[config.mk]
export PLATFORM = sky130hd
export DESIGN_NAME = vga_timing_gen
export DESIGN_NICKNAME = d
export VERILOG_FILES = /design/src/rtl/vga_timing_gen.sv
export SDC_FILE = /design/constraint.sdc
export NUM_CORES = 1
export LEC_CHECK = 0
export ABC_CLOCK_PERIOD_IN_PS = 5340
export CELL_PAD_IN_SITES_DETAIL_PLACEMENT = 2
export CELL_PAD_IN_SITES_GLOBAL_PLACEMENT = 2
export CORE_UTILIZATION = 28
export CTS_CLUSTER_SIZE = 30
export DETAILED_ROUTE_END_ITERATION = 10
export GPL_ROUTABILITY_DRIVEN = 0
export GPL_TIMING_DRIVEN = 0
export MAX_ROUTING_LAYER = met4
export PLACE_DENSITY_LB_ADDON = 0.15
export SLEW_MARGIN = 10
export SYNTH_ARGS = -nofsm -noshare
export SYNTH_HDL_FRONTEND = slang
export SYNTH_SLANG_ARGS = --single-unit
[constraint.sdc]
create_clock -name clk_pixel -period 5.34 [get_ports clk_pixel]
set_input_delay 0.801 -clock clk_pixel [delete_from_list [all_inputs] [get_ports clk_pixel]]
set_output_delay 0.801 -clock clk_pixel [all_outputs]
set_load 0.03 [all_outputs]
[src/rtl/vga_timing_gen.sv]
// Parametrised VGA/DVI timing generator: counters, sync/blank/DE decode, FIFO fetch and frame pulses.
// Optional internal test pattern enabled by defining VGA_TIMING_TEST_PICTURE_EN.
module vga_timing_gen #(
  parameter int c_resolution_x      = 640,
  parameter int c_hsync_front_porch = 16,
  parameter int c_hsync_pulse       = 96,
  parameter int c_hsync_back_porch  = 48,
  parameter int c_resolution_y      = 480,
  parameter int c_vsync_front_porch = 10,
  parameter int c_vsync_pulse       = 2,
  parameter int c_vsync_back_porch  = 33,
  parameter int c_hsync_pol         = 1,
  parameter int c_vsync_pol         = 1,
  parameter int c_bits_x            = 12,
  parameter int c_bits_y            = 11,
  parameter int c_dbl_x             = 0,
  parameter int c_dbl_y             = 0
) (
  input  logic                clk_pixel,
  input  logic                rst_n,
  input  logic                clk_pixel_ena,
  input  logic                test_picture,
  input  logic [7:0]          r_i,
  input  logic [7:0]          g_i,
  input  logic [7:0]          b_i,
  output logic                fetch_next,
  output logic                line_repeat,
  output logic [c_bits_x-1:0] beam_x,
  output logic [c_bits_y-1:0] beam_y,
  output logic                frame_start,
  output logic                vblank_irq,
  output logic [7:0]          vga_r,
  output logic [7:0]          vga_g,
  output logic [7:0]          vga_b,
  output logic                vga_hsync,
  output logic                vga_vsync,
  output logic                vga_blank,
  output logic                vga_vblank,
  output logic                vga_de
);

  localparam int FRAME_X = c_resolution_x + c_hsync_front_porch + c_hsync_pulse + c_hsync_back_porch;
  localparam int FRAME_Y = c_resolution_y + c_vsync_front_porch + c_vsync_pulse + c_vsync_back_porch;

  localparam logic [c_bits_x-1:0] X_RES   = c_bits_x'(c_resolution_x);
  localparam logic [c_bits_x-1:0] X_LAST  = c_bits_x'(FRAME_X - 1);
  localparam logic [c_bits_x-1:0] HS_BEG  = c_bits_x'(c_resolution_x + c_hsync_front_porch);
  localparam logic [c_bits_x-1:0] HS_END  = c_bits_x'(c_resolution_x + c_hsync_front_porch + c_hsync_pulse - 1);
  localparam logic [c_bits_y-1:0] Y_RES   = c_bits_y'(c_resolution_y);
  localparam logic [c_bits_y-1:0] Y_LAST  = c_bits_y'(FRAME_Y - 1);
  localparam logic [c_bits_y-1:0] Y_VBEG  = c_bits_y'(c_resolution_y - 1);
  localparam logic [c_bits_y-1:0] VS_BEG  = c_bits_y'(c_resolution_y + c_vsync_front_porch);
  localparam logic [c_bits_y-1:0] VS_END  = c_bits_y'(c_resolution_y + c_vsync_front_porch + c_vsync_pulse - 1);
  localparam logic HPOL  = (c_hsync_pol != 0);
  localparam logic VPOL  = (c_vsync_pol != 0);
  localparam logic DBL_X = (c_dbl_x != 0);
  localparam logic DBL_Y = (c_dbl_y != 0);

  logic [c_bits_x-1:0] x_q, x_d;
  logic [c_bits_y-1:0] y_q, y_d;
  logic                de_q, de_d, blank_q, blank_d, vblank_q, vblank_d;
  logic                hsync_q, hsync_d, vsync_q, vsync_d, lr_q, lr_d;
  logic                fetch_q, fetch_d, fs_q, fs_d, irq_q, irq_d;
  logic [23:0]         rgb_q, rgb_d;
  logic                tp_sel, x_wrap, y_wrap, active;
  logic [23:0]         pix_src;

`ifdef VGA_TIMING_TEST_PICTURE_EN
  assign tp_sel  = test_picture;
  assign pix_src = tp_sel ? {x_q[7:0], y_q[7:0], x_q[7:0] ^ y_q[7:0]} : {r_i, g_i, b_i};
`else
  logic unused_test_picture;
  assign unused_test_picture = test_picture;
  assign tp_sel  = 1'b0;
  assign pix_src = {r_i, g_i, b_i};
`endif

  assign x_wrap = (x_q == X_LAST);
  assign y_wrap = (y_q == Y_LAST);
  assign active = (x_q < X_RES) && (y_q < Y_RES);

  always_comb begin
    x_d      = x_q;
    y_d      = y_q;
    de_d     = de_q;
    blank_d  = blank_q;
    vblank_d = vblank_q;
    hsync_d  = hsync_q;
    vsync_d  = vsync_q;
    lr_d     = lr_q;
    rgb_d    = rgb_q;
    // Pulses default low so they last exactly one clk_pixel whatever the enable duty.
    fetch_d  = 1'b0;
    fs_d     = 1'b0;
    irq_d    = 1'b0;
    if (clk_pixel_ena) begin
      x_d = x_wrap ? '0 : x_q + 1'b1;
      if (x_wrap) y_d = y_wrap ? '0 : y_q + 1'b1;
      de_d     = active;
      blank_d  = !active;
      vblank_d = (y_q >= Y_RES);
      hsync_d  = ((x_q >= HS_BEG) && (x_q <= HS_END)) ? HPOL : !HPOL;
      vsync_d  = ((y_q >= VS_BEG) && (y_q <= VS_END)) ? VPOL : !VPOL;
      lr_d     = DBL_Y & y_q[0];
      rgb_d    = active ? pix_src : 24'h0;
      // With X doubling a fetched pixel covers an even/odd column pair.
      fetch_d  = active && (!DBL_X || x_q[0]) && !tp_sel;
      fs_d     = x_wrap && y_wrap;
      irq_d    = x_wrap && (y_q == Y_VBEG);
    end
  end

  always_ff @(posedge clk_pixel or negedge rst_n) begin
    if (!rst_n) begin
      x_q      <= '0;
      y_q      <= '0;
      de_q     <= 1'b0;
      blank_q  <= 1'b1;
      vblank_q <= 1'b0;
      hsync_q  <= !HPOL;
      vsync_q  <= !VPOL;
      lr_q     <= 1'b0;
      rgb_q    <= 24'h0;
      fetch_q  <= 1'b0;
      fs_q     <= 1'b0;
      irq_q    <= 1'b0;
    end else begin
      x_q      <= x_d;
      y_q      <= y_d;
      de_q     <= de_d;
      blank_q  <= blank_d;
      vblank_q <= vblank_d;
      hsync_q  <= hsync_d;
      vsync_q  <= vsync_d;
      lr_q     <= lr_d;
      rgb_q    <= rgb_d;
      fetch_q  <= fetch_d;
      fs_q     <= fs_d;
      irq_q    <= irq_d;
    end
  end

  assign beam_x      = x_q;
  assign beam_y      = y_q;
  assign vga_de      = de_q;
  assign vga_blank   = blank_q;
  assign vga_vblank  = vblank_q;
  assign vga_hsync   = hsync_q;
  assign vga_vsync   = vsync_q;
  assign line_repeat = lr_q;
  assign fetch_next  = fetch_q;
  assign frame_start = fs_q;
  assign vblank_irq  = irq_q;
  assign vga_r       = rgb_q[23:16];
  assign vga_g       = rgb_q[15:8];
  assign vga_b       = rgb_q[7:0];

endmodule

**Run 1: drive-strength map**

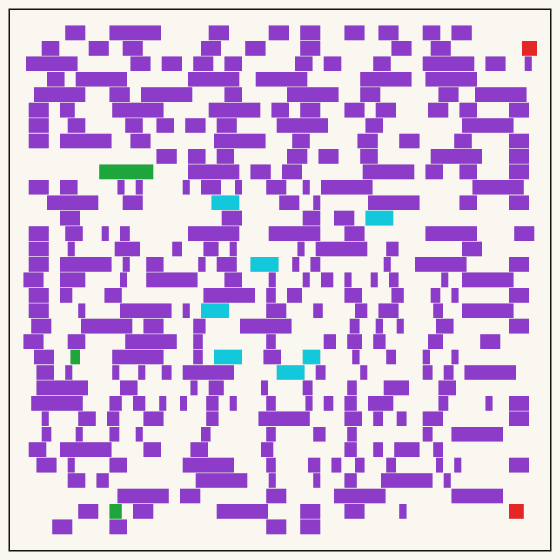
color	size	cells	share
purple	x1 and smaller	300	96%
red	x3 and x4	2	0.64%
green	x2	3	0.96%
cyan	x6 and larger	7	2.2%
final worst setup slack: 2.39 ns
Non-CTS buffers: 93
post-synthesis to final-layout area growth: 42.6%
fin area: 3460 um^2

**Run 1: placement view**

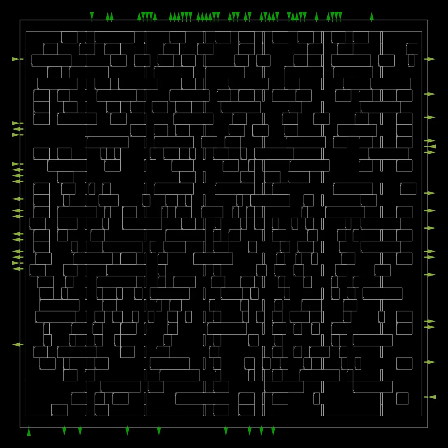
final core occ: 0.417
flop count: 55
fin cells: 417
# Taps: 105
Cell Rows: 33

**Run 1: I/O nets highlighted**

Scale bar: 20 um.
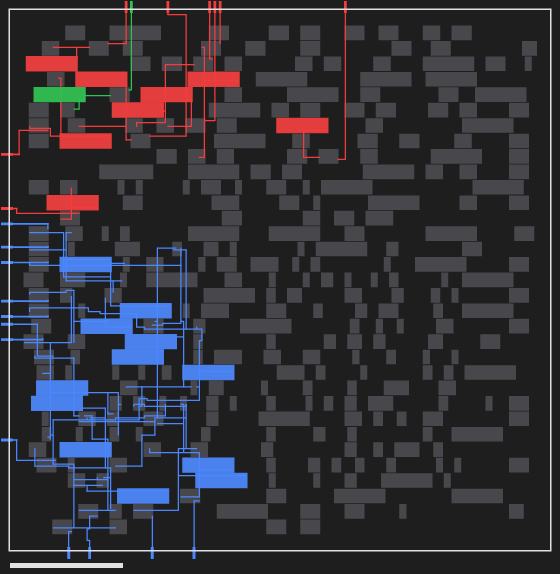
color	port	bits	direction	edge	end cells	buffers	wire
green	vga_de	1	output	top	1	1	22.7 um
red	vga_r	8	output	6 top, 2 left	8	8	261 um
blue	beam_x	12	output	8 left, 4 bottom	12	12	757 um

==> impl_metrics.json, run 1 <==
{
  "status": "finished, final reports clean",
  "path_buffers": 1,
  "rsz0062_at_grt": "false",
  "htreeDepth": 2,
  "syn_nets": 256,
  "clockRootBuffer": "clkbuf_8",
  "slew_viol_final": 0,
  "num_io_pins": 84,
  "final_nets": 344,
  "vias_per_cell": 5.08,
  "ir_worst_vdd_mv": 0.176,
  "whs_ns": 0.493,
  "edf_count": 0,
  "layout.area.top_class": "registers",
  "comb_area_frac": 0.280,
  "rr_startpoint": "beam_x[0]$_DFFE_PN0P_",
  "path_cells": "clkdlybuf4s50_1 > nand4_1 > nor4_1 > nand3_1 > mux2i_1",
  "comb_cells": 147,
  "syn-mean-instance-area_um2": 10.9,
  "synth.top_cell.area_share": 0.556,
  "path_class": "input pin to flip-flop",
  "fillers": 919,
  "wl_per_cell_um": 17.8,
  "rrSetupSlack_ns": 2.72,
  "grt_pass1_wl_um": 12000,
  "critPathLaunchType": "input pin",
  "drt_iter0_drc": 47,
  "final-comb-area_um2": 968,
  "synth_cell_types": 38,
  "clk-insertion-delay-late_ns": 0.31,
  "dp_slack_ns": 2.04,
  "die_height_um": 95.2,
  "buf_share": 0.248,
  "r2r_cells": 5,
  "cp_num_cells": 5,
  "port_buffers": 81,
  "flop_area_um2": 1380,
  "finalHoldViolCount": 0,
  "min_period_ns": 2.95,
  "die_x_um": 95.2,
  "worstPathArrival_ns": 3.18,
  "ys_chip_area_um2": 2430,
  "power_density_nw_per_um2": 264,
  "finClkSkew_ns": 0.00696,
  "post-place-cells": 409,
  "drt-pass1-iter-count": 4
}
run 1: worst max-delay path by stage:
stage	from	end	slack, ns
floorplan	clk_pixel_ena	beam_y[2]$_DFFE_PN0P_	3.17
global placement	rst_n	rgb_q[22]$_DFFE_PN0P_	1.58
detailed placement	clk_pixel_ena	beam_y[8]$_DFFE_PN0P_	2.04
CTS	clk_pixel_ena	beam_y[8]$_DFFE_PN0P_	2.38
global route	clk_pixel_ena	beam_y[8]$_DFFE_PN0P_	2.29
finish	clk_pixel_ena	beam_y[8]$_DFFE_PN0P_	2.39
run 1: stage by stage:
step / util / area, um^2
4_1_cts: 0.417 / 3460
2_1_floorplan: - / 2430
6_report: 0.417 / 3460
3_3_place_gp: 0.406 / 3370
5_1_grt: 0.417 / 3460
3_5_place_dp: 0.406 / 3370
run 1: cell families (layout without fill, tap and decap cells):
family,after synthesis,in the layout,share of synthesized area
AND-OR/OR-AND,49,49,0.145
XOR/XNOR,10,10,0.0360
adder cells (fa/ha/maj),5,5,0.0257
buffers and inverters,21,110,0.0345
flip-flops,55,55,0.567
multiplexers,4,4,0.0165
other,1,1,0.00154
AND/OR/NAND/NOR,78,78,0.174
run 1: state kept, by name, indices dropped and copies added (netlist names):
register	count
rgb_q	24
vga_vblank	1
vga_hsync	1
vblank_irq	1
fetch_next	1
vga_vsync	1
beam_x	12
frame_start	1
vga_de	1
vga_blank	1
beam_y	11
run 1: power breakdown:
part           internal (mW)  switching (mW)  total, mW
Combinational         0.0842           0.101      0.186
Sequential             0.439          0.0380      0.477
Clock                  0.108           0.144      0.251
Total                  0.631           0.283      0.914
run 1: per-layer routing:
metal  wire length [um]  share of wire  GRT usage
met1               3190           0.43      0.232
met2               3910           0.53      0.294
met3                270          0.036     0.0327
met4                 40         0.0054     0.0341
met5                  0              0          -
==> run 2, diff against run 1 <==
--- a/config.mk
+++ b/config.mk
@@ -5,10 +5,10 @@
 export SDC_FILE = /design/constraint.sdc
 export NUM_CORES = 1
 export LEC_CHECK = 0
-export ABC_CLOCK_PERIOD_IN_PS = 5340
+export ABC_CLOCK_PERIOD_IN_PS = 2900
 export CELL_PAD_IN_SITES_DETAIL_PLACEMENT = 2
 export CELL_PAD_IN_SITES_GLOBAL_PLACEMENT = 2
-export CORE_UTILIZATION = 28
+export CORE_UTILIZATION = 27
 export CTS_CLUSTER_SIZE = 30
 export DETAILED_ROUTE_END_ITERATION = 10
 export GPL_ROUTABILITY_DRIVEN = 0
==> constraint.sdc (replaced) <==
create_clock -name clk_pixel -period 2.9 [get_ports clk_pixel]
set_input_delay 0.435 -clock clk_pixel [delete_from_list [all_inputs] [get_ports clk_pixel]]
set_output_delay 0.435 -clock clk_pixel [all_outputs]
set_load 0.03 [all_outputs]
**Run 2: wiring by layer**

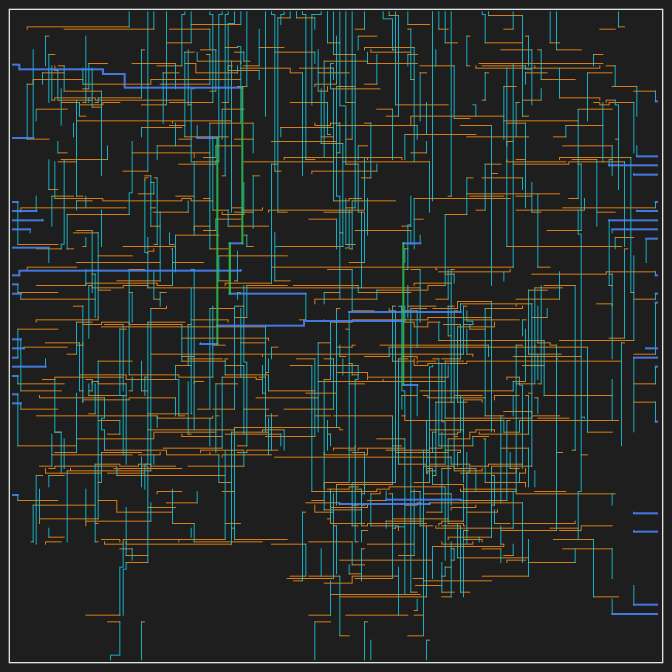
color	layer	wire length
blue	M3	253 um
green	M4	82.3 um
cyan	M2	3,620 um
orange	M1	3,300 um
total track usage: 0.169
detailed-route wire length: 7250 um
via count: 2,120

==> impl_metrics.json, run 2 <==
{
  "syn2layout_area_growth_pct": 43.8,
  "edf_count": 0,
  "num_rows": 34,
  "num_io_pins": 84,
  "synthAoiAreaFrac": 0.145,
  "slew_viol_final": 0,
  "postCtsSetupBuffers": 0,
  "die_x_um": 96.9,
  "syn-mean-instance-area_um2": 10.9,
  "xor_area_frac": 0.0360,
  "finalHoldViolCount": 0,
  "worstPathArrival_ns": 2.82,
  "top_logic_kind": "simple AND/OR/NAND/NOR gates",
  "power_density_nw_per_um2": 509,
  "diodes": 0,
  "port_buffers": 81,
  "rsz0062_at_grt": "false",
  "fillers": 949,
  "wl_per_cell_um": 17.3,
  "r2r_cells": 5,
  "clk-insertion-delay-late_ns": 0.32,
  "drt-pass1-iter-count": 4,
  "final_nets": 344,
  "post-route-util": 0.401,
  "place_area_um2": 3370,
  "synth.cellmix.adderShare": 0.0257,
  "synth.top_cell.area_share": 0.556,
  "path_class": "flip-flop to flip-flop",
  "regMostFlops": "rgb_q",
  "path_cells": "ha_1 > nand4_1 > nor4_1 > nand3_1 > mux2i_1",
  "min_period_ns": 2.58,
  "die_area_um2": 9380,
  "htreeDepth": 2,
  "design_area_um2": 3490,
  "ys_chip_area_um2": 2430,
  "rrSetupSlack_ns": 0.32,
  "simple_gate_area_frac": 0.174,
  "most-common-layout-cells": "clkdlybuf4s50_1 (80), dfrtp_1 (54), a22o_1 (24), nand3_1 (16), nand2_1 (15)",
  "synth_cell_types": 38,
  "ir_worst_vdd_mv": 0.313,
  "critPathLaunchType": "flip-flop",
  "clockRootBuffer": "clkbuf_8",
  "largest_reg_flops": 24,
  "drt_iter0_drc": 62,
  "synth.area.mux_share": 0.0165,
  "status": "finished, final reports clean",
  "finClkSkew_ns": 0.00951,
  "die_height_um": 96.9,
  "rr_startpoint": "beam_x[0]$_DFFE_PN0P_"
}
run 2: cell counts after synthesis:
Identical to the previous run, type by type.
run 2: through the flow:
stage	hold WS, ns	worst slack [ns]	cells	power [mW]
2_1_floorplan	0.139	0.755	223	1.06
3_3_place_gp	0.464	-0.491	412	1.23
3_5_place_dp	0.471	0.0121	412	1.24
4_1_cts	0.186	0.293	420	1.81
5_1_grt	0.208	0.0175	420	1.87
6_report	0.158	0.317	420	1.78
run 2: final cells by class:
class	count	area, um^2	share of cell area
clock buffer	6	82.6	0.0236
timing repair buffer	81	808	0.231
multi-input combinational	147	968	0.277
inverter	9	33.8	0.00967
buffer	12	50.0	0.0143
sequential	55	1380	0.394
tap	108	135	0.0387
clock inverter	2	38.8	0.0111
run 2: how the worst max path moves through the flow:
stage                                startpoint               endpoint  slack (ns)  depth (start not counted)
final                     beam_x[0]$_DFFE_PN0P_  beam_y[8]$_DFFE_PN0P_        0.32                          5
after global routing      beam_x[0]$_DFFE_PN0P_  beam_y[8]$_DFFE_PN0P_        0.02                          5
after CTS                 beam_x[0]$_DFFE_PN0P_  beam_y[8]$_DFFE_PN0P_        0.29                          5
after detailed placement          clk_pixel_ena  beam_y[8]$_DFFE_PN0P_        0.01                          5
after global placement                    rst_n  rgb_q[10]$_DFFE_PN0P_       -0.49                          1
after floorplan           beam_x[0]$_DFFE_PN0P_  beam_y[2]$_DFFE_PN0P_        0.75                          6
run 2: routing by layer:
layer  GRT usage  part of all wire  vias to the layer above
li1            -                 -                      975
met1       0.215              0.45                     1085
met2       0.280              0.50                       50
met3      0.0275             0.035                       10
met4      0.0482             0.011                        0
met5           -                 0                        -
run 2: power by group:
part	total, mW	switching, mW	internal [mW]
Clock	0.559	0.274	0.285
Combinational	0.340	0.185	0.154
Sequential	0.879	0.0707	0.808
Total	1.78	0.530	1.25
**Run 2: I/O nets highlighted**

Scale bar: 20 um.
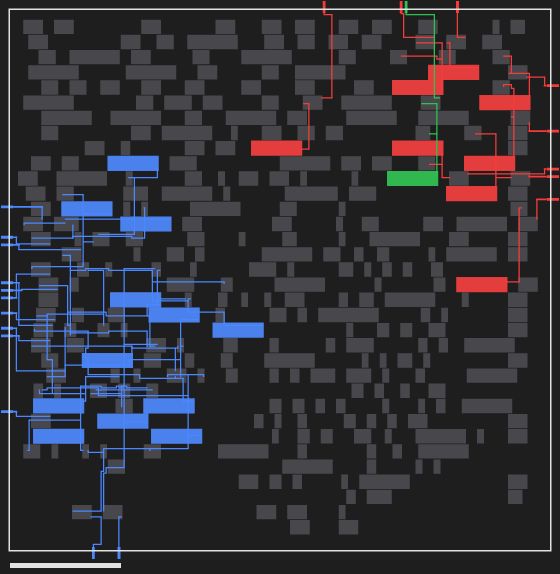

==> run 3, diff against run 2 <==
--- a/config.mk
+++ b/config.mk
@@ -15,6 +15,7 @@
 export GPL_TIMING_DRIVEN = 0
 export MAX_ROUTING_LAYER = met4
 export PLACE_DENSITY_LB_ADDON = 0.15
+export RECOVER_POWER = 50
 export SLEW_MARGIN = 10
 export SYNTH_ARGS = -nofsm -noshare
 export SYNTH_HDL_FRONTEND = slang
**Run 3: I/O nets highlighted**

Scale bar: 20 um.
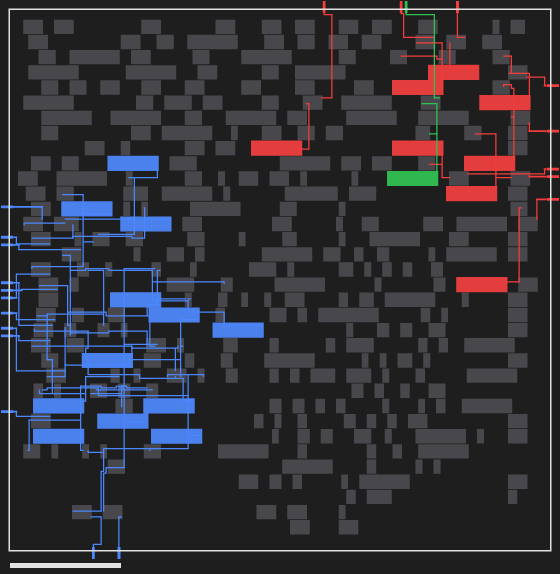
color	port	bits	direction	edge	end cells	buffers	wire
green	vga_de	1	output	top	1	1	38.2 um
blue	beam_x	12	output	10 left, 2 bottom	12	12	764 um
red	vga_r	8	output	5 right, 3 top	8	8	177 um

==> impl_metrics.json, run 3 <==
{
  "status": "finished, final reports clean",
  "final_nets": 344,
  "synth_cell_types": 38,
  "finClkSkew_ns": 0.00904,
  "p_clk_mw": 0.557,
  "vias": 2116,
  "postCtsSetupBuffers": 0,
  "final-comb-area_um2": 968,
  "crit_end": "beam_y[8]$_DFFE_PN0P_",
  "top_power_group": "registers",
  "edf_count": 0,
  "wl_um": 7240,
  "syn2layout_area_growth_pct": 43.7,
  "rsz0062_at_grt": "false",
  "num_io_pins": 84,
  "die_area_um2": 9380,
  "switchingPower_mw": 0.529,
  "synth.top_cell.area_share": 0.556,
  "post-route-util": 0.400,
  "xor_area_frac": 0.0360,
  "syn_nets": 256,
  "p_sw_frac": 0.298,
  "met2_usage": 0.280,
  "simple_gate_area_frac": 0.174,
  "path_class": "input pin to flip-flop",
  "drt_iter0_drc": 60,
  "grt_pass1_wl_um": 12500,
  "largest_reg_flops": 24,
  "worstPathArrival_ns": 2.86,
  "min_period_ns": 2.62,
  "clockRootBuffer": "clkbuf_8",
  "regMostFlops": "rgb_q",
  "htreeDepth": 2,
  "die_height_um": 96.9,
  "wl_per_cell_um": 17.2,
  "whs_ns": 0.433,
  "top_logic_kind": "simple AND/OR/NAND/NOR gates",
  "p_seq_frac": 0.495,
  "port_buffers": 81,
  "power_density_nw_per_um2": 508,
  "synth.area.mux_share": 0.0165,
  "r2r_cells": 5,
  "total_power_mw": 1.78,
  "top_usage_layer": "met2",
  "power.internal_mw": 1.25,
  "pwr-share-comb": 0.191
}
-- run 3: final cells by class --
| class | instances | area share |
|---|---|---|
| flip-flops and latches | 55 | 0.394 |
| multi-input cells | 147 | 0.277 |
| repair buffers | 81 | 0.231 |
| well taps | 108 | 0.0387 |
| clock buffers | 6 | 0.0236 |
| plain buffers | 12 | 0.0143 |
| clock inverters | 2 | 0.0111 |
| inverters | 9 | 0.00967 |
-- run 3: how the worst min path moves through the flow --
stage	from	to	slack (ns)	depth (start not counted)
after floorplan	rst_n	beam_x[0]$_DFFE_PN0P_	0.14	0
after global placement	vga_vblank$_DFFE_PN0P_	vga_vblank$_DFFE_PN0P_	0.46	1
after detailed placement	vga_vblank$_DFFE_PN0P_	vga_vblank$_DFFE_PN0P_	0.47	1
after CTS	rst_n	beam_y[5]$_DFFE_PN0P_	0.19	1
after global routing	vga_blank$_DFFE_PN1P_	vga_blank$_DFFE_PN1P_	0.52	2
final	rst_n	beam_y[1]$_DFFE_PN0P_	0.43	1
-- run 3: cells by family after synthesis --
family                     after synthesis
xor gates and xnor gates                10
AOI/OAI and AO/OA                       49
and+or+nand+nor                         78
muxes                                    4
other                                    1
DFF                                     55
adders and majority gates                5
buffers and inverters                   21
-- run 3: through the flow --
step | cells | cell area, um^2
after global placement | 412 | 3380
final | 420 | 3490
after CTS | 420 | 3490
after floorplan | 223 | 2430
after global routing | 420 | 3490
after detailed placement | 412 | 3370
-- run 3: worst max-delay path: stages --
cell and delay, ns:
dlygate4sd3_1 0.54, nand4_1 0.34, nor4_1 1.05, nand3_1 0.25, mux2i_1 0.24
-- run 3: layer usage --
metal	wire, um	share of wire
met1	3290	0.46
met2	3610	0.50
met3	252	0.035
met4	82	0.011
met5	0	0
No activity file was given, so power comes from the tool's default toggle rates.
